===== src/rtl/ps2_host_tx.sv =====
// rtl/ps2_host_tx.sv - PS/2 host-to-device command byte transmitter
// Drives PS/2 clock/data open-drain via pull-low enables; one byte per request.
module ps2_host_tx #(
  parameter int INHIBIT_CYCLES = 2500,
  parameter int TIMEOUT_CYCLES = 375000
) (
  input  logic       CLK_25MHZ,
  input  logic       RESET_N,
  input  logic       PS2_CLK_IN,
  input  logic       PS2_DATA_IN,
  output logic       PS2_CLK_OE,
  output logic       PS2_DATA_OE,
  input  logic [7:0] TX_DATA,
  input  logic       TX_VALID,
  output logic       TX_READY,
  output logic       TX_DONE,
  output logic       TX_ERROR
);

  localparam int TW = $clog2(TIMEOUT_CYCLES + 1);
  localparam int IW = $clog2(INHIBIT_CYCLES + 1);
  localparam logic [TW-1:0] TOUT_LAST = TW'(TIMEOUT_CYCLES - 1);
  localparam logic [TW-1:0] TOUT_MAX  = TW'(TIMEOUT_CYCLES);
  localparam logic [IW-1:0] INH_LAST  = IW'(INHIBIT_CYCLES - 1);

  typedef enum logic [2:0] {IDLE, INHIBIT, REQ, SEND, WAIT_IDLE} state_t;

  state_t          state;
  logic [7:0]      data_q;
  logic            parity_q;
  logic [IW-1:0]   inh_cnt;
  logic [TW-1:0]   tout_cnt;
  logic [3:0]      n;
  logic            clk_meta, clk_sync, clk_prev;
  logic            data_meta, data_sync;
  logic            fe;

  // Idle bus level is high, so the synchronisers reset to 1 to avoid a false edge.
  always_ff @(posedge CLK_25MHZ) begin
    if (!RESET_N) begin
      clk_meta  <= 1'b1;
      clk_sync  <= 1'b1;
      clk_prev  <= 1'b1;
      data_meta <= 1'b1;
      data_sync <= 1'b1;
    end else begin
      clk_meta  <= PS2_CLK_IN;
      clk_sync  <= clk_meta;
      clk_prev  <= clk_sync;
      data_meta <= PS2_DATA_IN;
      data_sync <= data_meta;
    end
  end

  assign fe = clk_prev & ~clk_sync;

  always_ff @(posedge CLK_25MHZ) begin
    if (!RESET_N) begin
      state       <= IDLE;
      data_q      <= '0;
      parity_q    <= 1'b0;
      inh_cnt     <= '0;
      tout_cnt    <= '0;
      n           <= '0;
      PS2_CLK_OE  <= 1'b0;
      PS2_DATA_OE <= 1'b0;
      TX_READY    <= 1'b1;
      TX_DONE     <= 1'b0;
      TX_ERROR    <= 1'b0;
    end else begin
      TX_DONE  <= 1'b0;
      TX_ERROR <= 1'b0;
      case (state)
        IDLE: begin
          if (TX_VALID) begin
            data_q     <= TX_DATA;
            parity_q   <= ~^TX_DATA;
            PS2_CLK_OE <= 1'b1;
            TX_READY   <= 1'b0;
            inh_cnt    <= '0;
            state      <= INHIBIT;
          end
        end
        INHIBIT: begin
          if (inh_cnt == INH_LAST) begin
            PS2_DATA_OE <= 1'b1;
            state       <= REQ;
          end else begin
            inh_cnt <= inh_cnt + 1'b1;
          end
        end
        REQ: begin
          PS2_CLK_OE <= 1'b0;
          n          <= '0;
          tout_cnt   <= '0;
          state      <= SEND;
        end
        SEND: begin
          if (fe) begin
            tout_cnt <= '0;
            if (n != 4'hF) n <= n + 1'b1;
            // n still holds the pre-edge count, so it indexes the bit for this edge.
            case (n)
              4'd0, 4'd1, 4'd2, 4'd3,
              4'd4, 4'd5, 4'd6, 4'd7: PS2_DATA_OE <= ~data_q[n[2:0]];
              4'd8:  PS2_DATA_OE <= ~parity_q;
              4'd9:  PS2_DATA_OE <= 1'b0;
              4'd10: begin
                if (data_sync) begin
                  TX_ERROR <= 1'b1;
                  TX_READY <= 1'b1;
                  state    <= IDLE;
                end else begin
                  state <= WAIT_IDLE;
                end
              end
              default: ;
            endcase
          end else if (tout_cnt == TOUT_LAST) begin
            PS2_CLK_OE  <= 1'b0;
            PS2_DATA_OE <= 1'b0;
            TX_ERROR    <= 1'b1;
            TX_READY    <= 1'b1;
            state       <= IDLE;
          end else if (tout_cnt != TOUT_MAX) begin
            tout_cnt <= tout_cnt + 1'b1;
          end
        end
        WAIT_IDLE: begin
          if (clk_sync && data_sync) begin
            TX_DONE  <= 1'b1;
            TX_READY <= 1'b1;
            state    <= IDLE;
          end else if (fe) begin
            tout_cnt <= '0;
          end else if (tout_cnt == TOUT_LAST) begin
            PS2_CLK_OE  <= 1'b0;
            PS2_DATA_OE <= 1'b0;
            TX_ERROR    <= 1'b1;
            TX_READY    <= 1'b1;
            state       <= IDLE;
          end else if (tout_cnt != TOUT_MAX) begin
            tout_cnt <= tout_cnt + 1'b1;
          end
        end
        default: begin
          PS2_CLK_OE  <= 1'b0;
          PS2_DATA_OE <= 1'b0;
          TX_READY    <= 1'b1;
          state       <= IDLE;
        end
      endcase
    end
  end

endmodule


===== config.mk =====
export PLATFORM = sky130hd
export DESIGN_NAME = ps2_host_tx
export DESIGN_NICKNAME = d
export VERILOG_FILES = /design/src/rtl/ps2_host_tx.sv
export SDC_FILE = /design/constraint.sdc
export NUM_CORES = 1
export LEC_CHECK = 0
export CAP_MARGIN = 20
export CORE_ASPECT_RATIO = 1.2
export CORE_MARGIN = 2
export CORE_UTILIZATION = 53
export DETAILED_ROUTE_END_ITERATION = 10
export GPL_TIMING_DRIVEN = 0
export PLACE_DENSITY = 0.83
export SETUP_SLACK_MARGIN = 0.15
export SYNTH_ARGS = -nofsm -noshare
export SYNTH_HDL_FRONTEND = slang
export SYNTH_SLANG_ARGS = --single-unit

===== constraint.sdc =====
create_clock -name CLK_25MHZ -period 3 [get_ports CLK_25MHZ]
set_input_delay 0.6 -clock CLK_25MHZ [delete_from_list [all_inputs] [get_ports CLK_25MHZ]]
set_output_delay 0.6 -clock CLK_25MHZ [all_outputs]
set_load 0.01 [all_outputs]

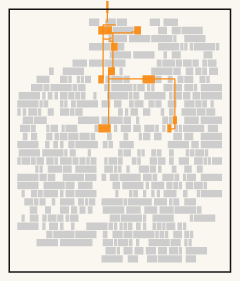
Figure 1: nets reached from selected ports.
(3 px per um)
- orange: RESET_N (bits 1; direction input; edge north; end cells 11; buffers 2; wire 122 um)
Top-Level Pins: 18
Buffers on Ports: 17

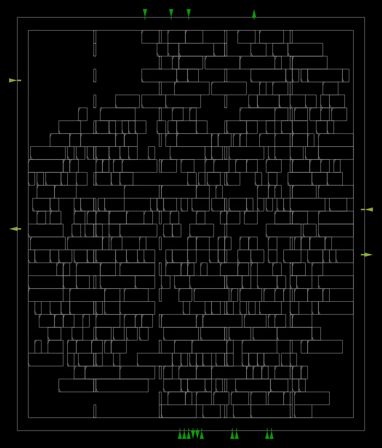
Figure 2: cell outlines without signal wires.
number of rows in the core area: 30
core outline area: 5590 um2
utilization of the core after routing: 0.627

==> run notes <==
Synthesis and place-and-route results.

- The final hold violation count is 0.
- The layer with the highest usage after global routing is met2.
- For this run, the top clock speed supported by timing is 414 MHz.
- The detailed router placed 2715 vias in this run.
- For met3 alone, demand over resource in global routing was 0.0694.
- The synthesis report lists the Yosys warning total as 0.
- The worst hold-check path type is register to register.
- The run finished with clean final reports.
- Per the OpenROAD floorplan log, the width of the die is between 70 and 80 um.
- Final hold analysis gives a worst-case slack of roughly 0.40 ns.
- The largest net degree at the start of global routing is 11.
- At the pin with the least slew margin, the transition time is 0.792 ns.
- The detailed router finished its first iteration with approximately 180 violations.
- Per the synth log, the flip-flop and latch total comes to 57.
- Summing all placed instances gives a cell area of 3300 um2.
- Counting the buffers created by CTS gives 9.
- In the synthesized netlist, the number of instances is 362.
- In the synthesized netlist the async set-or-reset flop fraction comes to 0.
- The commonest cells after synthesis are sky130_fd_sc_hd__dfxtp_1, sky130_fd_sc_hd__nand2_1, sky130_fd_sc_hd__nor2_1, sky130_fd_sc_hd__a21oi_1.
- In the final design database the tool counted 410 nets.
- Per Yosys stat, the portion of area used by sequential elements is 0.375.
- The post-synthesis share of cell area spent on and, or, nand and nor gates is 0.290.
- In this run the remaining antenna-violating nets after routing total 0.
-- critical path: stages (launching register included) --
cell                      delay (ns)
sky130_fd_sc_hd__dfxtp_1        0.38
sky130_fd_sc_hd__buf_1          0.37
sky130_fd_sc_hd__nor2b_1        0.43
sky130_fd_sc_hd__a21o_1         0.13
sky130_fd_sc_hd__buf_2          0.22
sky130_fd_sc_hd__o31ai_4        0.12
sky130_fd_sc_hd__buf_6          0.15
sky130_fd_sc_hd__or4_1          0.40
sky130_fd_sc_hd__a21oi_1        0.16
-- registers in the layout, indices dropped and copies added, names as in the netlist --
register     count
tout_cnt        19
inh_cnt         12
data_q           8
n                4
state            3
PS2_CLK_OE       1
PS2_DATA_OE      1
TX_DONE          1
TX_ERROR         1
TX_READY         1
clk_meta         1
clk_prev         1
clk_sync         1
data_meta        1
data_sync        1
parity_q         1
-- where the power goes --
group / leakage [uW] / switching [uW] / internal (uW)
Combinational: 0.000627 / 348 / 235
Clock: 0.000107 / 297 / 451
Sequential: 0.000463 / 45.0 / 816
-- layout by cell type, fill, tap and decap left out, types with 4 or more instances in the layout --
| master | instances |
|---|---|
| sky130_fd_sc_hd__a211oi_1 | 5 |
| sky130_fd_sc_hd__a21oi_1 | 25 |
| sky130_fd_sc_hd__and3_1 | 5 |
| sky130_fd_sc_hd__clkbuf_1 | 14 |
| sky130_fd_sc_hd__clkbuf_8 | 12 |
| sky130_fd_sc_hd__clkdlybuf4s50_1 | 17 |
| sky130_fd_sc_hd__dfxtp_1 | 57 |
| sky130_fd_sc_hd__ha_1 | 7 |
| sky130_fd_sc_hd__inv_1 | 9 |
| sky130_fd_sc_hd__nand2_1 | 43 |
| sky130_fd_sc_hd__nand2b_1 | 7 |
| sky130_fd_sc_hd__nand3_1 | 17 |
| sky130_fd_sc_hd__nand4_1 | 12 |
| sky130_fd_sc_hd__nor2_1 | 36 |
| sky130_fd_sc_hd__nor3_1 | 4 |
| sky130_fd_sc_hd__nor3b_1 | 4 |
| sky130_fd_sc_hd__nor4_1 | 5 |
| sky130_fd_sc_hd__o211ai_1 | 8 |
| sky130_fd_sc_hd__o21ai_0 | 5 |
| sky130_fd_sc_hd__o21ai_1 | 4 |
| sky130_fd_sc_hd__or3_1 | 4 |
| sky130_fd_sc_hd__or4_1 | 5 |
| sky130_fd_sc_hd__xnor2_1 | 17 |
| sky130_fd_sc_hd__xor2_1 | 12 |
-- logic make-up (layout without fill, tap and decap cells) --
family / Yosys count / in the layout
fa+ha+maj: 7 / 7
compound gates: 72 / 72
mux: 5 / 5
flops: 57 / 57
buf+inv: 26 / 59
simple gates: 166 / 166
xor+xnor: 29 / 29
-- worst paths after layout --
kind,from,to,slack (ns),cells past startpoint
setup / recovery,state[1],tout_cnt[6],0.58,8
hold / removal,clk_meta,clk_sync,0.40,1
setup reg to reg,state[1],tout_cnt[6],0.58,8
hold reg to reg,clk_meta,clk_sync,0.40,1
-- final cells by class --
cell class | instances | share of cell area
Inverter | 9 | 0.00964
Multi-Input combinational cell | 279 | 0.511
Buffer | 17 | 0.0228
Clock inverter | 2 | 0.0100
Clock buffer | 14 | 0.0493
Timing Repair Buffer | 17 | 0.0486
Sequential cell | 57 | 0.326
Tap cell | 64 | 0.0228
Power is estimated from default activity; no workload was simulated.
